**I/O nets highlighted**

Bar = 50 um.
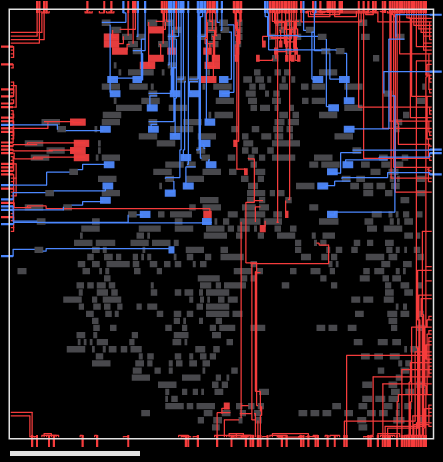
**Placement by cell class**

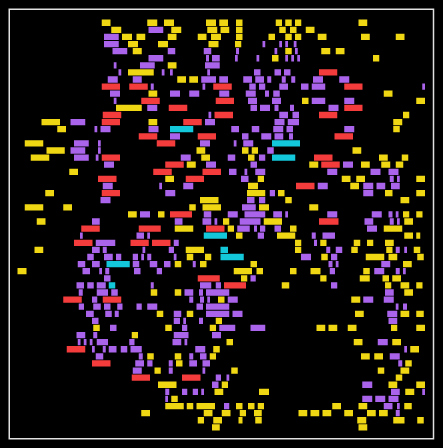
**PDN straps and rails**

Bar = 50 um. Pins as bars on the die edge.
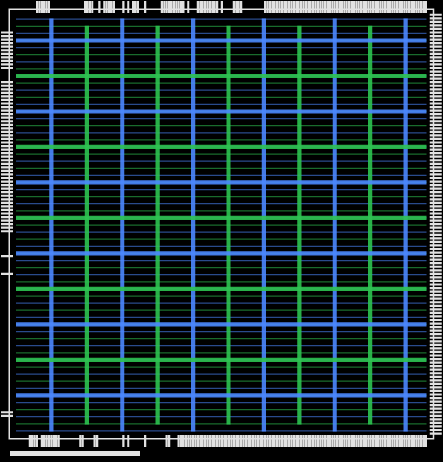
## src/rtl/mem_stage.sv

```systemverilog
// Purpose : memory-access stage between EX/MEM and MEM/WB; aligns stores, extends loads, drives dmem bus.
// Latency : non-memory ops 0 cycles (combinational); accesses 2 + N wait cycles; misaligned 2; timeout TIMEOUT+1 after request.
// Backpres: stall freezes upstream while an access is outstanding; dmem_req is held until dmem_ready or timeout.
//
// Ports:
//   clk, rst            pipeline clock, synchronous active-high reset
//   inflow, in_valid    EX/MEM register contents and its valid bit
//   outflow, out_valid  MEM/WB flow and its valid bit
//   stall               upstream freeze while an access is in flight
//   fwd_data            EX forwarding path (alu_result of the instruction in MEM)
//   dmem_*              single-port data memory bus, req/ready handshake
//   misaligned          one-cycle pulse in RESP when an access was suppressed as misaligned
//   bus_error           one-cycle pulse in RESP when the access timed out

package mem_stage_pkg;

    typedef struct packed {
        logic       mem_read;
        logic       mem_write;
        logic [1:0] mem_size;       // 00 byte, 01 half, 10/11 word
        logic       mem_unsigned;
    } mem_ctrl_t;

    typedef struct packed {
        logic reg_write;
        logic mem_to_reg;
    } wb_ctrl_t;

    typedef struct packed {
        logic [31:0] alu_result;
        logic [31:0] rs2_data;
        logic [4:0]  rd_addr;
        logic [31:0] pc_incr;
        logic [31:0] immediate;
        mem_ctrl_t   mem_ctrl;
        wb_ctrl_t    wb_ctrl;
    } ex_mem_flow_t;

    typedef struct packed {
        logic [31:0] mem_data;
        logic [31:0] alu_result;
        logic [31:0] pc_incr;
        logic [31:0] immediate;
        logic [4:0]  rd_addr;
        wb_ctrl_t    wb_ctrl;
    } mem_wb_flow_t;

endpackage

module mem_stage
    import mem_stage_pkg::*;
#(
    parameter int unsigned TIMEOUT = 64
) (
    input  logic          clk,
    input  logic          rst,
    input  ex_mem_flow_t  inflow,
    input  logic          in_valid,
    output mem_wb_flow_t  outflow,
    output logic          out_valid,
    output logic          stall,
    output logic [31:0]   fwd_data,
    output logic          dmem_req,
    output logic          dmem_we,
    output logic [31:0]   dmem_addr,
    output logic [31:0]   dmem_wdata,
    output logic [3:0]    dmem_wstrb,
    input  logic          dmem_ready,
    input  logic [31:0]   dmem_rdata,
    output logic          misaligned,
    output logic          bus_error
);

    typedef enum logic [1:0] {
        IDLE = 2'd0,
        WAIT = 2'd1,
        RESP = 2'd2
    } state_t;

    // wcnt is 8 bits; a TIMEOUT above 255 truncates here.
    localparam logic [7:0] TO_CNT = 8'(TIMEOUT);

    state_t      state, state_nxt;
    logic [7:0]  wcnt, wcnt_nxt;
    logic [31:0] rlat, rlat_nxt;
    logic        err_r, err_nxt;
    logic        mis_r, mis_nxt;

    logic        is_acc;
    logic        is_mis;
    logic        req_c;
    logic        stall_c;
    logic        ovld_c;
    logic [1:0]  boff;
    logic [31:0] st_data;
    logic [3:0]  st_strb;
    logic [31:0] ld_shift;
    logic [31:0] ld_data;

    assign boff   = inflow.alu_result[1:0];
    assign is_acc = in_valid & (inflow.mem_ctrl.mem_read | inflow.mem_ctrl.mem_write);
    assign is_mis = ((inflow.mem_ctrl.mem_size == 2'b01) & boff[0])
                  | (inflow.mem_ctrl.mem_size[1] & (boff != 2'b00));

    // ---------------- state register ----------------
    always_ff @(posedge clk) begin
        if (rst) begin
            state <= IDLE;
            wcnt  <= '0;
            rlat  <= '0;
            err_r <= 1'b0;
            mis_r <= 1'b0;
        end else begin
            state <= state_nxt;
            wcnt  <= wcnt_nxt;
            rlat  <= rlat_nxt;
            err_r <= err_nxt;
            mis_r <= mis_nxt;
        end
    end

    // ---------------- next state / control ----------------
    always_comb begin
        state_nxt = state;
        wcnt_nxt  = wcnt;
        rlat_nxt  = rlat;
        err_nxt   = err_r;
        mis_nxt   = mis_r;
        req_c     = 1'b0;
        stall_c   = 1'b0;
        ovld_c    = 1'b0;
        case (state)
            IDLE: begin
                if (is_acc) begin
                    stall_c = 1'b1;
                    if (is_mis) begin
                        // Suppressed access still spends one stalled cycle so
                        // the error is reported in RESP like any other access.
                        mis_nxt   = 1'b1;
                        state_nxt = RESP;
                    end else begin
                        req_c = 1'b1;
                        if (dmem_ready) begin
                            rlat_nxt  = dmem_rdata;
                            state_nxt = RESP;
                        end else begin
                            wcnt_nxt  = 8'd1;
                            state_nxt = WAIT;
                        end
                    end
                end else begin
                    ovld_c = in_valid;
                end
            end
            WAIT: begin
                req_c   = 1'b1;
                stall_c = 1'b1;
                // A late ready wins over an expiring timeout.
                if (dmem_ready) begin
                    rlat_nxt  = dmem_rdata;
                    state_nxt = RESP;
                end else if ((TIMEOUT != 0) && (wcnt == TO_CNT)) begin
                    rlat_nxt  = '0;
                    err_nxt   = 1'b1;
                    state_nxt = RESP;
                end else begin
                    wcnt_nxt = wcnt + 8'd1;
                end
            end
            RESP: begin
                ovld_c    = 1'b1;
                state_nxt = IDLE;
                err_nxt   = 1'b0;
                mis_nxt   = 1'b0;
                wcnt_nxt  = '0;
            end
            default: begin
                state_nxt = IDLE;
            end
        endcase
    end

    // ---------------- store lane alignment ----------------
    always_comb begin
        st_data = inflow.rs2_data;
        st_strb = 4'b1111;
        case (inflow.mem_ctrl.mem_size)
            2'b00: begin
                st_data = {4{inflow.rs2_data[7:0]}};
                st_strb = 4'b0001 << boff;
            end
            2'b01: begin
                st_data = {2{inflow.rs2_data[15:0]}};
                st_strb = boff[1] ? 4'b1100 : 4'b0011;
            end
            default: begin
                st_data = inflow.rs2_data;
                st_strb = 4'b1111;
            end
        endcase
    end

    // ---------------- load extraction ----------------
    assign ld_shift = rlat >> {boff, 3'b000};

    always_comb begin
        ld_data = rlat;
        case (inflow.mem_ctrl.mem_size)
            2'b00:   ld_data = inflow.mem_ctrl.mem_unsigned ? {24'h0, ld_shift[7:0]}
                                                            : {{24{ld_shift[7]}}, ld_shift[7:0]};
            2'b01:   ld_data = inflow.mem_ctrl.mem_unsigned ? {16'h0, ld_shift[15:0]}
                                                            : {{16{ld_shift[15]}}, ld_shift[15:0]};
            default: ld_data = rlat;
        endcase
    end

    // ---------------- MEM/WB flow ----------------
    always_comb begin
        outflow            = '0;
        outflow.alu_result = inflow.alu_result;
        outflow.pc_incr    = inflow.pc_incr;
        outflow.immediate  = inflow.immediate;
        outflow.rd_addr    = inflow.rd_addr;
        outflow.wb_ctrl    = inflow.wb_ctrl;
        if (mis_r | err_r) begin
            outflow.wb_ctrl.reg_write = 1'b0;
        end
        if ((state == RESP) && inflow.mem_ctrl.mem_read && !err_r && !mis_r) begin
            outflow.mem_data = ld_data;
        end
    end

    // ---------------- bus / pipeline outputs ----------------
    // Reset gates the control outputs combinationally so a reset in the
    // middle of a wait drops the request in the same cycle.
    assign fwd_data   = inflow.alu_result;
    assign dmem_addr  = {inflow.alu_result[31:2], 2'b00};
    assign dmem_wdata = st_data;
    assign dmem_req   = req_c & ~rst;
    assign dmem_we    = req_c & inflow.mem_ctrl.mem_write & ~rst;
    assign dmem_wstrb = (req_c & inflow.mem_ctrl.mem_write & ~rst) ? st_strb : 4'b0000;
    assign stall      = stall_c & ~rst;
    assign out_valid  = ovld_c & ~rst;
    assign misaligned = (state == RESP) & mis_r & ~rst;
    assign bus_error  = (state == RESP) & err_r & ~rst;

endmodule

```

## config.mk

```make
export PLATFORM = sky130hd
export DESIGN_NAME = mem_stage
export DESIGN_NICKNAME = d
export VERILOG_FILES = /design/src/rtl/mem_stage.sv
export SDC_FILE = /design/constraint.sdc
export NUM_CORES = 1
export LEC_CHECK = 0
export ABC_CLOCK_PERIOD_IN_PS = 2200
export CELL_PAD_IN_SITES_DETAIL_PLACEMENT = 1
export CELL_PAD_IN_SITES_GLOBAL_PLACEMENT = 1
export CORE_AREA = 2 2 160 162
export DETAILED_ROUTE_END_ITERATION = 8
export DIE_AREA = 0 0 162 164
export GPL_ROUTABILITY_DRIVEN = 0
export PLACE_DENSITY_LB_ADDON = 0.12
export SKIP_LAST_GASP = 1
export SLEW_MARGIN = 10
export SYNTH_ARGS = -nofsm -noshare
export SYNTH_HDL_FRONTEND = slang
export SYNTH_SLANG_ARGS = --single-unit
```

## constraint.sdc

```tcl
create_clock -name clk -period 2.2 [get_ports clk]
set_input_delay 0.33 -clock clk [delete_from_list [all_inputs] [get_ports clk]]
set_output_delay 0.33 -clock clk [all_outputs]
set_load 0.03 [all_outputs]
```

==> results.toml <==
# physical design summary
[logic_synthesis]
avgSynthCellArea_um2 = 8.339
yosys.area_share.aoi_pct = 25.14
ys_cells = 549
synth.largest_area_cell = "buf_4"
synthesis.area_um2 = 4578

[finish]
mi_logic_area_um2 = 2434
layout-drive-gt1-share_pct = 42.40
regArea_um2 = 897.1
dominant_cells = "combinational gates"
buffers = 219
syn_to_final_growth_pct = 34.16
nClkBuffers = 5
inverters = 9

[floorplan]
core-area_um2 = 24820
die_area_um2 = 26570

[run_status]
status = "completed"

[power_and_ir_drop]
ir_drop_v = 0.0002494
power_leakage_nw = 2.451
power_leader = "combinational cells"
p_clk_mw = 0.912

[sta]
min_period_over_period_pct = 99.93
skew_ns = 0.003093
setup_viol = 0
finalCriticalPeriod_ns = 2.198

[worst_hold_path]
min_path_type = "reg2reg"

[setup_path]
r2r_slack_ns = 0.19
cp.depth = 6
r2r-start = "wcnt[2]"
crit_family = "multiplexers"
endpoint = "outflow[127]"
worstPathBufferInverterCount = 3
path_cells = "mux4_2 > mux2i_4 > buf_12 > buf_16 > o21ai_4 > buf_12"

[detailed_routing]
vias = 3996
first_pass_iters = 5
dr_wl_met3_mm = 1.623
top_layer_used = "met4"
via_per_inst = 4.460

[grt]
grt.busiest_layer = "met2"
antenna_found_initial = 0
grt_pass1_wl_mm = 29.63
grt_usage_pct = 15.03
use_met3_pct = 4.571

[flow_run]
max-cap-violations = 0

[clock_tree]
cts_tree = "built"
clock_latency_ns = 0.30

[place]
numPortBuffers = 154
dp_hpwl_mm = 16.59
About 'I/O nets highlighted':
- outflow: red (bits 135; direction output; edge 66 north, 48 south, 21 west; end cells 33; buffers 39; wire 3940 um)
- dmem_rdata: blue (bits 32; direction input; edge 20 north, 7 west, 5 east; end cells 32; buffers 32; wire 1600 um)

About 'placement by cell class':
- remaining buffers and delay cells: yellow (cells 219; share of their area 38%)
- registers: red (cells 44; share of their area 16%)
- clock drivers and dummy loads: cyan (cells 8; share of their area 3.0%)
- remaining logic cells: purple (cells 295; share of their area 43%)

About 'PDN straps and rails':
- VSS: blue
- VDD: green
- rows: 58
- met4 straps: 11
- met1 rails: 59
- met5 straps: 11

-- kinds of logic (layout without fill, tap and decap cells) --
kind of cell | Yosys count | after routing
AND-OR/OR-AND | 142 | 142
other | 1 | 2
buffers and inverters | 220 | 236
multiplexers | 36 | 36
flip-flops | 44 | 44
adder cells (fa/ha/maj) | 6 | 6
AND/OR/NAND/NOR | 100 | 100
-- metrics by stage --
step	instances	hold WS [ns]	area (um2)	power (mW)	TNS [ns]
2_1_floorplan	550	0.4537	4718	1.953	0
3_3_place_gp	875	0.4740	5593	1.896	-24.51
3_5_place_dp	875	0.4893	5593	1.902	-25.74
4_1_cts	895	0.4977	6061	2.900	-0.05658
5_1_grt	896	0.5310	6142	3.016	-0.7938
6_report	896	0.4941	6142	2.858	0
Power is estimated from default activity; no workload was simulated.
